==> config.mk <==
export PLATFORM = sky130hd
export DESIGN_NAME = sprite_motion_ctrl
export DESIGN_NICKNAME = d
export VERILOG_FILES = /design/src/rtl/sprite_motion_ctrl.sv
export SDC_FILE = /design/constraint.sdc
export NUM_CORES = 1
export LEC_CHECK = 0
export ABC_AREA = 0
export CELL_PAD_IN_SITES_DETAIL_PLACEMENT = 0
export CELL_PAD_IN_SITES_GLOBAL_PLACEMENT = 1
export CORE_UTILIZATION = 36
export DETAILED_ROUTE_END_ITERATION = 8
export PLACE_DENSITY_LB_ADDON = 0.1
export SYNTH_ARGS = -nofsm -noshare
export SYNTH_HDL_FRONTEND = slang
export SYNTH_SLANG_ARGS = --single-unit
==> constraint.sdc <==
create_clock -name clk -period 3.4 [get_ports clk]
set_clock_uncertainty 0.15 [all_clocks]
set_input_delay 0.34 -clock clk [delete_from_list [all_inputs] [get_ports clk]]
set_output_delay 0.34 -clock clk [all_outputs]
set_load 0.05 [all_outputs]
==> src/rtl/sprite_motion_ctrl.sv <==
// Frame-synchronous motion and animation controller for one sprite.
// Position, heading and animation frame change only on the vsync falling edge.
module sprite_motion_ctrl #(
  parameter int X_MIN    = 0,
  parameter int X_MAX    = 383,
  parameter int ANIM_DIV = 8
) (
  input  logic       clk,
  input  logic       reset,
  input  logic       vsync_i,
  input  logic       enable,
  input  logic [2:0] speed,
  input  logic       dir_mode,
  output logic [9:0] pos_x,
  output logic       dir,
  output logic       anim_idx,
  output logic       frame_upd
);

  localparam int CW = (ANIM_DIV > 1) ? $clog2(ANIM_DIV) : 1;
  localparam logic signed [10:0] XMIN_S = 11'(X_MIN);
  localparam logic signed [10:0] XMAX_S = 11'(X_MAX);
  localparam logic [CW-1:0] CNT_LAST = CW'(ANIM_DIV - 1);

  typedef enum logic [1:0] {IDLE, RIGHT, LEFT} state_e;

  state_e             state_q;
  logic [9:0]         pos_q;
  logic               dir_q;
  logic               anim_q;
  logic               upd_q;
  logic               vsync_q;
  logic [CW-1:0]      cnt_q;

  logic               tick;
  logic signed [10:0] nxt;
  logic [9:0]         pos_d;
  logic               dir_d;

  assign tick = vsync_q & ~vsync_i;

  always_comb begin
    if (dir_q) nxt = $signed({1'b0, pos_q}) - $signed({8'd0, speed});
    else       nxt = $signed({1'b0, pos_q}) + $signed({8'd0, speed});
    pos_d = 10'(nxt);
    dir_d = dir_q;
    // Exact landing on an edge is in range, so it neither wraps nor flips.
    if (nxt > XMAX_S) begin
      if (dir_mode) begin
        pos_d = 10'(XMAX_S - (nxt - XMAX_S));
        dir_d = 1'b1;
      end else begin
        pos_d = 10'(XMIN_S + (nxt - XMAX_S - 11'sd1));
      end
    end else if (nxt < XMIN_S) begin
      if (dir_mode) begin
        pos_d = 10'(XMIN_S + (XMIN_S - nxt));
        dir_d = 1'b0;
      end else begin
        pos_d = 10'(XMAX_S - (XMIN_S - nxt - 11'sd1));
      end
    end
  end

  always_ff @(posedge clk or posedge reset) begin
    if (reset) begin
      state_q <= IDLE;
      pos_q   <= 10'(X_MIN);
      dir_q   <= 1'b0;
      anim_q  <= 1'b0;
      upd_q   <= 1'b0;
      vsync_q <= 1'b1;
      cnt_q   <= '0;
    end else begin
      vsync_q <= vsync_i;
      upd_q   <= 1'b0;
      case (state_q)
        IDLE: begin
          if (enable) state_q <= dir_q ? LEFT : RIGHT;
        end
        RIGHT, LEFT: begin
          if (!enable) begin
            state_q <= IDLE;
          end else if (tick) begin
            pos_q   <= pos_d;
            dir_q   <= dir_d;
            state_q <= dir_d ? LEFT : RIGHT;
            upd_q   <= 1'b1;
            if (speed != 3'd0) begin
              if (cnt_q == CNT_LAST) begin
                cnt_q  <= '0;
                anim_q <= ~anim_q;
              end else begin
                cnt_q <= cnt_q + 1'b1;
              end
            end
          end
        end
        default: state_q <= IDLE;
      endcase
    end
  end

  assign pos_x     = pos_q;
  assign dir       = dir_q;
  assign anim_idx  = anim_q;
  assign frame_upd = upd_q;

endmodule

==> Slide: Implementation Results, run 1 <==
Physical Implementation Snapshot

Yosys
  • Yosys warns: 0
  • Yosys reg bits: 19
  • Average cell area after synthesis: between 7 and 8 um2
  • Most area-consuming cells after synthesis: sky130_fd_sc_hd__dfrtp_1 18%, sky130_fd_sc_hd__ha_1 10%, sky130_fd_sc_hd__xnor2_1 7.0%
  • Fraction of registers with async set or reset after synthesis: 100%
  • Largest area contributor in the synthesized netlist: sky130_fd_sc_hd__dfrtp_1
  • Synth unique cells: between 60 and 70
  • Yosys cell count: roughly 320
  • Synthesized netlist net count: around 350
  • Synth Seq Share: around a fifth
  • Commonest cells post-synth: 30 x sky130_fd_sc_hd__nand2_1, 28 x sky130_fd_sc_hd__nor2_1, 21 x sky130_fd_sc_hd__ha_1
  • Count of flip-flops with a built-in enable after synthesis: 0
  • Most repeated cell in the gate-level netlist after synthesis: sky130_fd_sc_hd__nand2_1
  • Yosys top cell area share: 17.9%
  • Synthesized instance count: between 300 and 400
  • Yosys Chip Area: around 2500 um2
  • Top_reg_cell synth: sky130_fd_sc_hd__dfrtp_1
  • Total standard cell area after synthesis: ~2500 um2

Drt
  • Routed via count divided by cell count: just over 5
  • Sum of met2 wire segment lengths after detailed routing: around 4300 um
  • Met3 routed WL: roughly 170 um
  • Detailed-router iteration count before antenna repair: 4
  • Detailed-routing wirelength on met1: 3890 um
  • Top Layer Used: met4
  • Count of antenna-violating nets left after detailed routing: 0

Timing
  • Worst Slack Setup Final: -0.0354 ns
  • Number of max-slew violations in the final report: 0
  • Number of endpoints with negative hold slack in the final report: 0
  • Measured slew at the worst slew-check pin: about 0.76 ns
  • Maximum clock frequency: approximately 290 MHz
  • Share of the clock period used by the worst path after layout: 101%
  • Worst relative slew slack: between 40% and 50%
  • Final Critical Period: 3.44 ns
  • Setup repair after global routing missed its margin: yes
  • Final setup violation count: 5
  • Sum Neg Setup Slack: -0.116 ns

Finish
  • Number of flip-flops in the largest register: 10
  • Most numerous logic cells after layout: 109 x sky130_fd_sc_hd__buf_4, 28 x sky130_fd_sc_hd__nand2_1, 25 x sky130_fd_sc_hd__nor2_1
  • Number of nets in the finished design: 479
  • Final design utilization: a little over three fifths
  • Post-Layout Cell Count: 544
  • Most common logic cell in the routed design: sky130_fd_sc_hd__buf_4
  • Final standard cell area without fillers: ~4300 um2
  • Fraction of layout cells with a size suffix above 1: about half
  • Antenna cells: 0
  • Layout overhead on the synthesized area: 70.4%

Global routing
  • GR Layer Usage met2: slightly above 40%
  • Antenna violations before repair: 0
  • Vias in the first global route: 2679
  • Largest net degree at the start of global routing: 27
  • Global routing met3 resource utilization: under 10%
  • Wire length of the first global-routing pass: around 13000 um
  • Met1 Track Usage GR: around 31%
  • Remaining Overflow, GRT: 0

Clock network
  • TritonCTS buffer count: 3
  • Number of H-tree levels: 1
  • Cts-stage hold buffer count: 0
  • Buffers inserted by post-CTS timing repair: 13
  • Sinks on the clock net: 19
  • Clk_lat worst skew: 0.26 ns
  • Clock slew seen by the registers of the worst setup and hold paths: approximately 0.08 ns
  • Root buffer cell: sky130_fd_sc_hd__clkbuf_8
  • CTS tree: done
  • Maximum buffer depth of the clock tree: 2
  • # resized after CTS: around 54

Status
  • Violations in the final reports: setup timing
  • Outcome: complete, but fails checks

Job
  • Maximum Capacitance Violations: 0
  • OpenROAD warning count: 33

Worst setup path
  • Terminus of the critical flop-to-flop path: pos_x[8]
  • Required time of the critical path: roughly 3.4 ns
  • Worst setup path endpoint: pos_x[8]
  • Number of cell instances on the worst register-to-register path: 12
  • Worst-path cell with the longest stage delay: sky130_fd_sc_hd__dfrtp_2
  • Reg2Reg Launch Point: dir
  • Beginning of the critical path: dir
  • Buf/Inv on CP: 0
  • Arrival time reported for the critical path endpoint: roughly 3.4 ns
  • Maximum single-stage delay on the critical path: 0.44 ns
  • Kind of end point of the critical path: flip-flop
  • CP max FO: 5
  • Reg2Reg Setup Slack: -0.04 ns
  • Startpoint class of the critical path: flip-flop
  • Critical path depth: 12
  • Cell breakdown of the critical path: mux2_4 -> fa_2 -> nand3b_1 -> and3_4 -> nor3_4 -> o2111ai_4 -> a2bb2oi_2 -> a21oi_2 -> o221ai_2 -> and3_1 -> o31ai_2 -> o211ai_1
  • Cell family with the largest share of critical-path delay: AND-OR/OR-AND gates
  • Type of the setup path with the least slack: reg2reg

Placement
  • Number of placed cells counting well taps: roughly 510
  • Half-perimeter wire length after placement: ~6300 um
  • Final estimated routing congestion in global placement: 0.907
  • Cell area after placement: between 3000 and 4000 um2

Min path
  • Hold path startpoint: anim_idx
  • Class of the worst hold path: reg2reg
  • Hold path depth: 1
  • Hold path endpoint: anim_idx

Die
  • Rows: 30
  • Pre-placement core utilization: a little under two fifths
  • Number of ports placed on the die boundary: 21
[run 1: area by class of cell]
class,count,area [um2]
Multi-Input combinational cell,267,2450
Sequential cell,19,478
Fill cell,585,2500
Tap cell,96,120
Timing Repair Buffer,139,1130
Inverter,19,71.3
Clock buffer,4,45.0
[run 1: per-stage QoR]
stage               setup slack (ns)  hold WS (ns)
finish                       -0.0354         0.326
global route                  -0.239         0.348
CTS                          -0.0725         0.330
detailed placement            -0.770         0.315
global placement              -0.761         0.314
floorplan                     -0.104         0.140
[run 1: cell families after synthesis]
logic type,share of synthesized area (%)
AOI/OAI and AO/OA,25.9
xor gates and xnor gates,11.8
adders and majority gates,11.2
buffers and inverters,5.06
DFF,18.9
muxes,2.58
and+or+nand+nor,24.6
### Congestion heat map, run 1

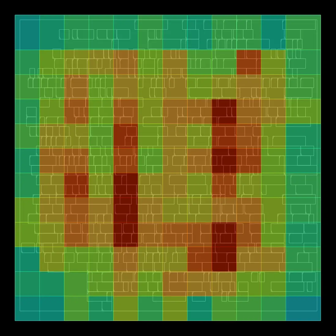
highest-utilization routing layer at the global route stage: met2
detail-routed net length per standard cell: 15.5 um

### Signal wires by layer, run 1

Two of the layers only.
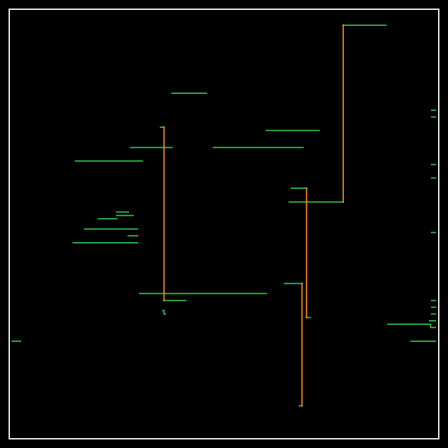
- orange: metal 4 (wire length 120 um)
- green: metal 3 (wire length 173 um)
total track usage: 23.0%
overall routed net length: 8450 um
total number of vias: 2791

### Ports around the boundary, run 1

Pins as bars across the die edge, other pins in grey.
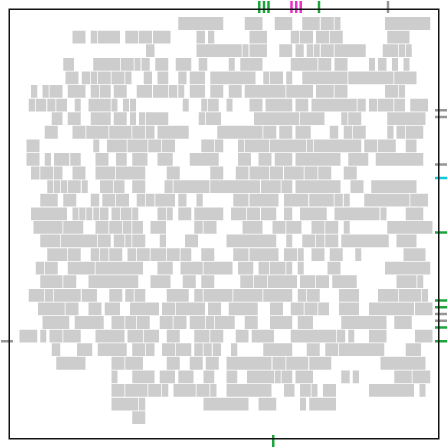
- cyan: `frame_upd` (pins 1; direction output; edge right)
- green: `pos_x` (pins 10; direction output; edge 5 right, 4 top, 1 bottom)
- magenta: `speed` (pins 3; direction input; edge top)
Buffers on Ports: 20
width of the chip: 85.7 um
height of the die: 85.7 um

==> run 2, diff against run 1 <==
DONT_BUFFER_PORTS = 1   (was default)
### Ports around the boundary, run 2

Pins as bars across the die edge, other pins in grey.
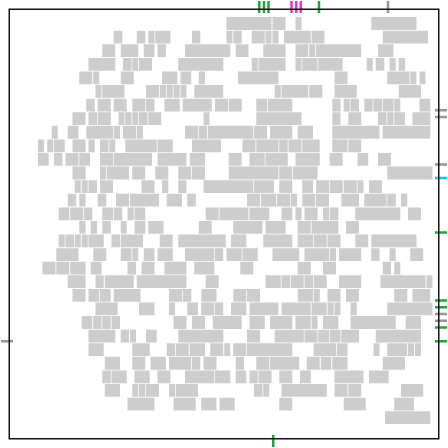
- cyan: `frame_upd` (pins 1; direction output; edge right)
- green: `pos_x` (pins 10; direction output; edge 5 right, 4 top, 1 bottom)
- magenta: `speed` (pins 3; direction input; edge top)
Buffers on Ports: 0

### Cells coloured by class, run 2

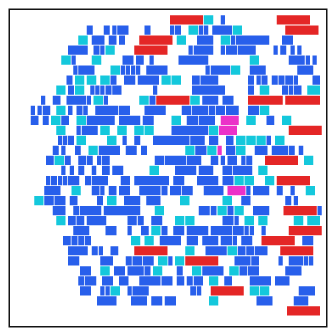
- blue: combinational and other logic (cells 286; share of their area 66%)
- red: sequential cells (cells 19; share of their area 14%)
- magenta: clock drivers and dummy loads (cells 4; share of their area 1.3%)
- cyan: remaining buffers and delay cells (cells 86; share of their area 19%)
final standard cell area without fillers: 3600 um2
final design utilization: 53.0%
Rows: 30
share of the final layout cell area in sequential cells: 13.3%
core region area: 6790 um2

==> run 2 against run 1 <==
  * The flow still finishes with violations (setup timing)
  * Cell area decreased by 16%
  * Critical path depth increased by 1
  * Critical endpoint is now pos_x[9]
  * Register-to-register slack lost 0.06 ns
  * Maximum frequency shrank 1.6%
  * Synthesized cell count unchanged
  * Count of clock-buffer cells in the layout unchanged
  * Area after synthesis unchanged
  * Via count is 7.1% lower
  * Utilization down 10 points
==> Slide: Implementation Results, run 2 <==
Physical Implementation Snapshot

Status
  • Outcome: complete, but fails checks
  • Violations in the final reports: setup timing

Timing
  • Sum Neg Setup Slack: -0.312 ns
  • Final Critical Period: about 3.5 ns
  • Number of endpoints with negative hold slack in the final report: 0
  • Post-route worst hold slack: about 0.14 ns
  • Measured slew at the worst slew-check pin: 0.788 ns
  • Setup repair after global routing missed its margin: yes
  • Worst relative slew slack: roughly 47%
  • Worst Slack Setup Final: -0.0923 ns
  • Number of max-slew violations in the final report: 0
  • Share of the clock period used by the worst path after layout: 103%
  • Maximum clock frequency: between 200 and 300 MHz
  • Final setup violation count: 8

Die
  • Number of ports placed on the die boundary: 21
  • Pre-placement core utilization: between 30% and 40%
  • Chip Footprint: 7340 um2
  • Width of the chip: between 80 and 90 um
  • Height of the die: about 86 um

Drt
  • Overall routed net length: about 7700 um
  • DRT iter0 DRCs: about 86
  • Detailed-router iteration count before antenna repair: 4
  • Count of antenna-violating nets left after detailed routing: 0
  • Total number of vias: 2593
  • Residual DRC: 0
  • Routed via count divided by cell count: between 5 and 6
  • Detail-routed net length per standard cell: about 16 um

Clock network
  • TritonCTS buffer count: 3
  • # resized after CTS: 10
  • Number of H-tree levels: 1
  • Buffers inserted by post-CTS timing repair: 0
  • Clock slew seen by the registers of the worst setup and hold paths: about 0.080 ns
  • Clk_lat worst skew: about 0.26 ns
  • Sinks on the clock net: 19
  • Maximum buffer depth of the clock tree: 2
  • CTS tree: done
  • Cts-stage hold buffer count: 2
  • Root buffer cell: sky130_fd_sc_hd__clkbuf_8

Finish
  • Most common logic cell in the routed design: sky130_fd_sc_hd__buf_4
  • Number of flip-flops in the largest register: 10
  • Number of fillers in the final layout: 653
  • Post-Layout Cell Count: between 400 and 500
  • Multi-input combinational cell area: about 2200 um2
  • Most numerous logic cells after layout: 84 x sky130_fd_sc_hd__buf_4, 28 x sky130_fd_sc_hd__nand2_1, 25 x sky130_fd_sc_hd__nor2_1
  • Number of nets in the finished design: 426
  • Fraction of layout cells with a size suffix above 1: 42.5%
  • Layout overhead on the synthesized area: 43.0%
  • Antenna cells: 0
  • Sequential Area: roughly 480 um2

Worst setup path
  • CP max FO: 6
  • Cell family with the largest share of critical-path delay: AND-OR/OR-AND gates
  • Type of the setup path with the least slack: reg2reg
  • Maximum single-stage delay on the critical path: 0.46 ns
  • Arrival time reported for the critical path endpoint: 3.51 ns
  • Worst-path cell with the longest stage delay: sky130_fd_sc_hd__dfrtp_2
  • Startpoint class of the critical path: flip-flop
  • Buf/Inv on CP: 1
  • Required time of the critical path: 3.42 ns
  • Kind of end point of the critical path: flip-flop
  • Cell breakdown of the critical path: buf_4 -> mux2i_2 -> ha_2 -> o211a_1 -> o21a_1 -> o21a_4 -> o211ai_1 -> and3_1 -> a211oi_2 -> o2111ai_1 -> o311ai_2 -> xor2_1 -> o31ai_1
  • Beginning of the critical path: dir
  • Reg2Reg Launch Point: dir

Global routing
  • Vias in the first global route: approximately 2.5k
  • Remaining Overflow, GRT: 0
  • Largest net degree at the start of global routing: 28
  • Total track usage: 21.3%
  • Antenna violations before repair: 0
  • Wire length of the first global-routing pass: roughly 12000 um

Yosys
  • Most area-consuming cells after synthesis: sky130_fd_sc_hd__dfrtp_1 18%, sky130_fd_sc_hd__ha_1 10%, sky130_fd_sc_hd__xnor2_1 7.0%
  • Count of flip-flops with a built-in enable after synthesis: 0
  • Yosys reg bits: 19
  • Largest family of logic cells by area: AND-OR/OR-AND gates
  • Synth Seq Share: between 10% and 20%
  • Top_reg_cell synth: sky130_fd_sc_hd__dfrtp_1
  • Yosys simple share: around a quarter
  • Largest area contributor in the synthesized netlist: sky130_fd_sc_hd__dfrtp_1
  • Average cell area after synthesis: about 8 um2
  • Compound-Gate Fraction of Synth Area: 25.9%
  • Area share of xor/xnor cells in the synthesized design: between 10% and 20%
  • Yosys Chip Area: between 2000 and 3000 um2
  • Yosys warns: 0
  • Total standard cell area after synthesis: between 2000 and 3000 um2
  • Synthesized netlist net count: around 350
  • Synthesized instance count: roughly 320
  • Yosys cell count: 316
  • Synth unique cells: roughly 68
  • Fraction of registers with async set or reset after synthesis: 100%
  • Most repeated cell in the gate-level netlist after synthesis: sky130_fd_sc_hd__nand2_1
  • Multiplexer share of the synthesized area: approximately 2.6%
  • Arithmetic-cell share of the synthesized area counting full adders, half adders and majority gates: about 11%
  • Yosys top cell area share: approximately 18%
  • Commonest cells post-synth: 30 x sky130_fd_sc_hd__nand2_1, 28 x sky130_fd_sc_hd__nor2_1, 21 x sky130_fd_sc_hd__ha_1

Placement
  • Post-placement setup slack: -0.267 ns
  • Final estimated routing congestion in global placement: between 0.8 and 0.9
  • Half-perimeter wire length after placement: approximately 6000 um
  • Number of placed cells counting well taps: around 480
  • Cell area after placement: 3290 um2

Min path
  • Hold path startpoint: enable
  • Class of the worst hold path: in2reg

Job
  • Maximum Capacitance Violations: 0
  • OpenROAD warning count: 33
[run 2: cell counts after synthesis]
No cell type changed its count.
[run 2: layout make-up]
type	count	share of cell area, %
flip-flops and latches	19	13.3
well taps	96	3.33
multi-input cells	267	62.1
inverters	19	1.98
clock buffers	4	1.25
repair buffers	86	18.1
[run 2: per-layer routing]
layer  track usage [%]  vias up  share of wire (%)
li1                  -     1305                  -
met1              29.8     1226                 49
met2              35.7       48                 46
met3              1.15       14                2.1
met4              5.76        0                2.3
met5                 0        -                  0
[run 2: worst paths after layout]
path / end / slack, ns / cells after the start
max: pos_x[9] / -0.09 / 13
min: state_q[0] / 0.14 / 2
max reg2reg: pos_x[9] / -0.09 / 13
min reg2reg: cnt_q[2] / 0.37 / 1
max in group asynchronous: dir / 2.05 / 2
min in group asynchronous: pos_x[6] / 0.51 / 2
